**src/rtl/im_arb_pkg.sv**
```systemverilog
// -----------------------------------------------------------------------------
// im_arb_pkg
// Shared definitions for the instruction-memory arbiter: arbiter state
// encoding, memory address/word widths and the width of the debug
// bounded-wait counter.
// -----------------------------------------------------------------------------
`timescale 1ns/1ps

package im_arb_pkg;

    localparam int ADDR_W = 16;   // instruction memory word address width
    localparam int WORD_W = 32;   // instruction memory word width
    localparam int WAIT_W = 4;    // debug wait counter width (MAX_WAIT <= 15)

    typedef enum logic [1:0] {
        ST_IDLE   = 2'd0,
        ST_F_BUSY = 2'd1,
        ST_D_BUSY = 2'd2
    } state_t;

endpackage : im_arb_pkg

```
**src/rtl/im_arb_wait_cnt.sv**
```systemverilog
// -----------------------------------------------------------------------------
// im_arb_wait_cnt
// Saturating counter tracking how many edges a pending debug request has
// been passed over. Clear has priority over increment; the count stops at
// MAX_WAIT and `sat` flags that the debug port must win the next arbitration.
//
// Ports:
//   clk    in  system clock
//   rst_f  in  asynchronous active-low reset
//   inc    in  count one more passed-over edge
//   clr    in  return the count to zero
//   sat    out count has reached MAX_WAIT
// -----------------------------------------------------------------------------
`timescale 1ns/1ps

module im_arb_wait_cnt
    import im_arb_pkg::*;
#(
    parameter int MAX_WAIT = 4
) (
    input  logic clk,
    input  logic rst_f,
    input  logic inc,
    input  logic clr,
    output logic sat
);

    localparam logic [WAIT_W-1:0] L_MAX = WAIT_W'(MAX_WAIT);

    logic [WAIT_W-1:0] r_count;

    // NOTE: sequential state uses non-blocking assignments only, so every
    // flop samples pre-edge values regardless of block evaluation order.
    always_ff @(posedge clk or negedge rst_f) begin
        if (!rst_f) begin
            r_count <= '0;
        end else if (clr) begin
            r_count <= '0;
        end else if (inc && (r_count != L_MAX)) begin
            r_count <= r_count + 1'b1;
        end
    end

    assign sat = (r_count == L_MAX);

endmodule : im_arb_wait_cnt

```
**src/rtl/im_arbiter.sv**
```systemverilog
// -----------------------------------------------------------------------------
// im_arbiter
// Shares the single instruction memory between the fetch unit and the
// debug/program-loader port. One one-word transaction at a time: the grant
// edge latches the winner's address, the completion edge registers read data
// and raises a one-cycle ack. Fetch has fixed priority; a bounded-wait counter
// forces a pending debug request through once it has been passed over
// MAX_WAIT times.
//
// Configuration macro: IM_ARB_WRITE_EN
//   defined   - debug writes drive mem_we / mem_wdata for one D_BUSY cycle
//   undefined - mem_we and mem_wdata stay 0, debug writes complete as reads
//
// Ports:
//   clk, rst_f                     clock, asynchronous active-low reset
//   f_req, f_addr                  fetch request / word address
//   f_ack, f_rdata                 fetch completion pulse / instruction
//   d_req, d_addr, d_we, d_wdata   debug request / address / write / data
//   d_ack, d_rdata                 debug completion pulse / read data
//   mem_addr, mem_we, mem_wdata    instruction memory address / write
//   mem_rdata                      instruction memory read data (comb.)
// -----------------------------------------------------------------------------
`timescale 1ns/1ps

module im_arbiter
    import im_arb_pkg::*;
#(
    parameter int MAX_WAIT = 4
) (
    input  logic              clk,
    input  logic              rst_f,
    // fetch port
    input  logic              f_req,
    input  logic [ADDR_W-1:0] f_addr,
    output logic              f_ack,
    output logic [WORD_W-1:0] f_rdata,
    // debug port
    input  logic              d_req,
    input  logic [ADDR_W-1:0] d_addr,
    input  logic              d_we,
    input  logic [WORD_W-1:0] d_wdata,
    output logic              d_ack,
    output logic [WORD_W-1:0] d_rdata,
    // instruction memory
    output logic [ADDR_W-1:0] mem_addr,
    input  logic [WORD_W-1:0] mem_rdata,
    output logic              mem_we,
    output logic [WORD_W-1:0] mem_wdata
);

    state_t            r_state;
    logic              r_f_ack;
    logic              r_d_ack;
    logic [WORD_W-1:0] r_f_rdata;
    logic [WORD_W-1:0] r_d_rdata;
    logic [ADDR_W-1:0] r_mem_addr;
    logic              r_mem_we;
    logic [WORD_W-1:0] r_mem_wdata;

    logic w_f_ok;
    logic w_d_ok;
    logic w_idle;
    logic w_sat;
    logic w_grant_f;
    logic w_grant_d;
    logic w_d_write;

`ifdef IM_ARB_WRITE_EN
    assign w_d_write = d_we;
`else
    // Write requests are serviced as reads; the write inputs stay on the
    // port list for a uniform interface but drive nothing.
    logic w_unused_write;
    assign w_d_write      = 1'b0;
    assign w_unused_write = ^{d_we, d_wdata};
`endif

    // A port whose ack is high this cycle sits out arbitration, giving the
    // requester one cycle to drop or change its request.
    assign w_f_ok = f_req && !r_f_ack;
    assign w_d_ok = d_req && !r_d_ack;
    assign w_idle = (r_state == ST_IDLE);

    // Debug wins when forced by the wait counter, or when fetch is not asking.
    assign w_grant_d = w_idle && w_d_ok && (w_sat || !w_f_ok);
    assign w_grant_f = w_idle && w_f_ok && !(w_d_ok && w_sat);

    im_arb_wait_cnt #(
        .MAX_WAIT (MAX_WAIT)
    ) u_wait_cnt (
        .clk   (clk),
        .rst_f (rst_f),
        .inc   (d_req && (r_state != ST_D_BUSY) && !w_grant_d),
        .clr   (!d_req || w_grant_d),
        .sat   (w_sat)
    );

    always_ff @(posedge clk or negedge rst_f) begin
        if (!rst_f) begin
            r_state     <= ST_IDLE;
            r_f_ack     <= 1'b0;
            r_d_ack     <= 1'b0;
            r_f_rdata   <= '0;
            r_d_rdata   <= '0;
            r_mem_addr  <= '0;
            r_mem_we    <= 1'b0;
            r_mem_wdata <= '0;
        end else begin
            // Acks and the write strobe are single-cycle unless re-asserted.
            r_f_ack  <= 1'b0;
            r_d_ack  <= 1'b0;
            r_mem_we <= 1'b0;
            case (r_state)
                ST_IDLE: begin
                    if (w_grant_d) begin
                        r_state    <= ST_D_BUSY;
                        r_mem_addr <= d_addr;
`ifdef IM_ARB_WRITE_EN
                        if (w_d_write) begin
                            r_mem_we    <= 1'b1;
                            r_mem_wdata <= d_wdata;
                        end
`endif
                    end else if (w_grant_f) begin
                        r_state    <= ST_F_BUSY;
                        r_mem_addr <= f_addr;
                    end
                end
                ST_F_BUSY: begin
                    r_f_rdata <= mem_rdata;
                    r_f_ack   <= 1'b1;
                    r_state   <= ST_IDLE;
                end
                ST_D_BUSY: begin
                    // r_mem_we is high exactly while a write occupies D_BUSY.
                    if (!r_mem_we) begin
                        r_d_rdata <= mem_rdata;
                    end
                    r_d_ack <= 1'b1;
                    r_state <= ST_IDLE;
                end
                default: begin
                    r_state <= ST_IDLE;
                end
            endcase
        end
    end

    assign f_ack     = r_f_ack;
    assign d_ack     = r_d_ack;
    assign f_rdata   = r_f_rdata;
    assign d_rdata   = r_d_rdata;
    assign mem_addr  = r_mem_addr;
    assign mem_we    = r_mem_we;
    assign mem_wdata = r_mem_wdata;

endmodule : im_arbiter

```
**config.mk**
```make
export PLATFORM = sky130hd
export DESIGN_NAME = im_arbiter
export DESIGN_NICKNAME = d
export VERILOG_FILES = /design/src/rtl/im_arb_pkg.sv /design/src/rtl/im_arb_wait_cnt.sv /design/src/rtl/im_arbiter.sv
export SDC_FILE = /design/constraint.sdc
export NUM_CORES = 1
export LEC_CHECK = 0
export CAP_MARGIN = 25
export CORE_MARGIN = 8
export CORE_UTILIZATION = 35
export DETAILED_ROUTE_END_ITERATION = 7
export PLACE_DENSITY = 0.73
export SETUP_SLACK_MARGIN = 0.2
export SLEW_MARGIN = 30
export SYNTH_ARGS = -nofsm -noshare
export SYNTH_HDL_FRONTEND = slang
export SYNTH_SLANG_ARGS = --single-unit
```
**constraint.sdc**
```tcl
create_clock -name clk -period 1.7 [get_ports clk]
set_clock_uncertainty 0.1 [all_clocks]
set_input_delay 0.51 -clock clk [delete_from_list [all_inputs] [get_ports clk]]
set_output_delay 0.51 -clock clk [all_outputs]
set_load 0.02 [all_outputs]
```
**Wires at chosen ports, followed through buffers**

Scale: 2 px per um.
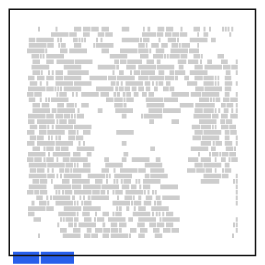
port	color	bits	direction	edge	end cells
`d_wdata`	blue	32	input	south	0
boundary pin count: 216
PortBufs: 149

**Pin map**

Scale: 4 px per um. Pins as bars across the die edge, other pins in gray.
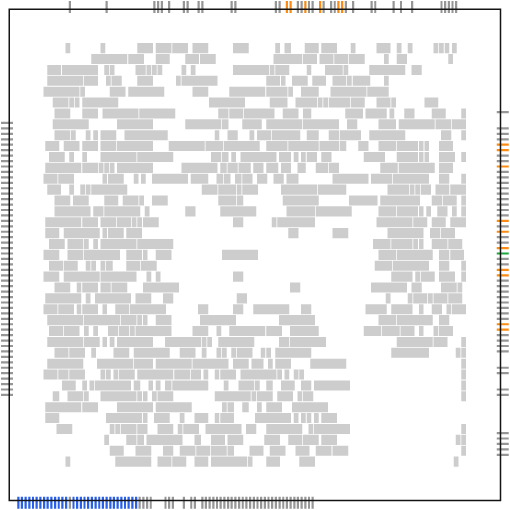
port	color	pins	direction	edge
`f_ack`	green	1	output	east
`d_wdata`	blue	32	input	south
`f_addr`	orange	16	input	10 east, 6 north
all pins by edge	74 south, 52 east, 51 west, 39 north
DIE WIDTH: 122.4 um
die height: 122.4 um

cells in the final DEF, fill, tap and decap left out, types with 5 or more instances in the layout:
cell	netlist	final
clkbuf_16	0	10
clkdlybuf4s50_1	0	65
conb_1	1	33
buf_12	0	5
a211oi_2	10	18
dfrtp_1	88	87
buf_6	1	67
mux2_2	32	32
nand2_1	96	96
buf_4	34	50
inv_1	37	35
buf_2	11	10
a221oi_2	9	15
kinds of logic (layout without fill, tap and decap cells):
family / Yosys count / after routing
other cells: 1 / 33
fa+ha+maj: 2 / 2
simple gates: 110 / 110
compound gates: 42 / 42
mux: 32 / 32
flops: 88 / 88
buf+inv: 91 / 257
routing by layer:
layer  wire [um]  vias up
met5           0        -
met4         144        0
met3        1366       11
met2        5750      118
met1        4434     1521
li1            -     1514
synthesized netlist by cell type (2+ instances only):
cell type and n:
dfrtp_1 88, inv_1 37, nand2_1 96, buf_2 11, a221oi_1 7, buf_4 34, a211oi_2 10, nand2b_1 2
a211oi_1 9, o21ai_0 3, nor2b_1 2, a21oi_1 2, ha_1 2, clkbuf_1 7, mux2_2 32, nand3_1 3
a221oi_2 9
report_power, final:
| group | switching (uW) | internal [uW] | total, uW | leakage [uW] |
|---|---|---|---|---|
| Clock | 824 | 1180 | 2010 | 0.000145 |
| Combinational | 2990 | 3140 | 6130 | 0.00194 |
| Sequential | 685 | 3090 | 3780 | 0.00105 |
critical path, cell delays in order, from the launching register on:
cell and delay (ns):
dfrtp_1 0.37, inv_2 0.06, ha_4 0.15, and3b_1 0.18
o311a_4 0.35, buf_12 0.16, a221oi_2 0.27
sequential cells by signal (all words and copies together) (netlist names):
signal              cells
f_ack                   1
d_ack                   1
r_state                 2
d_rdata                32
u_wait_cnt.r_count      4
f_rdata                32
mem_addr               16
==> Changelog: implementation <==
## Implementation

* Fin cells at 707
* Utilization after layout at 0.5719
* Tapcell Cnt at 143
* R2R cell count at 6
* Remaining Overflow, GRT at 0
* DRT Pass-1 Iters at 4
* Design area at 6419 um^2
* Post-synthesis xor/xnor area fraction at 0
* Max FO, Critical Path at 8
* MI comb cells at 219
* Lkg Pwr at 0.003127 uW
* Basic Gates by Area at 0.1143
* Antenna diode instance count at 0
* Pwr per Cell Area at 1857 nW/um^2
* Commonest flop: dfrtp_1
* Setup TNS at -0.08381 ns
* Worst R2R End: mem_addr[15]$_DFFE_PN0P_
* Met3 Track Usage GR at 0.06946
* CTS sink count at 88
* Setup ws final at -0.03081 ns
* Worst hold margin at 0.3695 ns
* Fraction of registers with async set/reset at 1.000
* Capture point of the worst path: mem_addr[15]$_DFFE_PN0P_
* Top cell category: sequential cells
* Hold depth at 2
* NonClk Buf Share at 0.3166
* Starting Density at 0.3532
* Critical path type: flip-flop to flip-flop
* Synthesized instance count at 366
* F_max at 0.5778 GHz
* Final setup vio count at 6
* Final-layout clock buffer total at 10
* Failing checks: negative setup slack
* Vias/cell at 4.475
* Status: finished with violations
* Non-clock buffer count at 203
* Slew Limit Fails at 0
* Grt peak-use layer: met2
* Mux frac, synth at 0.09091
* Post-synth top area share at 0.5556
* Pre-CTS WS at -0.5801 ns
* Layout cells sized above 1 at 0.4078
* Max-cap violations at 0
* Largest net degree at the start of global routing at 34
* Detail Route Antenna Nets at 0
* Yosys cell count at 366
* Number of flops mapped to enable cells by yosys at 0
* Cell Area, Synth at 3964 um^2
* CP required at 1.83 ns
* FF+latch area at 2203 um^2
* Tightest Hold Check Type: flip-flop to flip-flop
* Top cells, area: dfrtp_1 56%, mux2_2 9.1%, nand2_1 9.1%, buf_4 6.4%, inv_1 3.5%
* HP Start: d_rdata[4]$_DFFE_PN0P_
* Final net count at 662
* DP HPWL at 8258 um
* Drt total wl at 11700 um
Power and IR drop assume default switching activity.
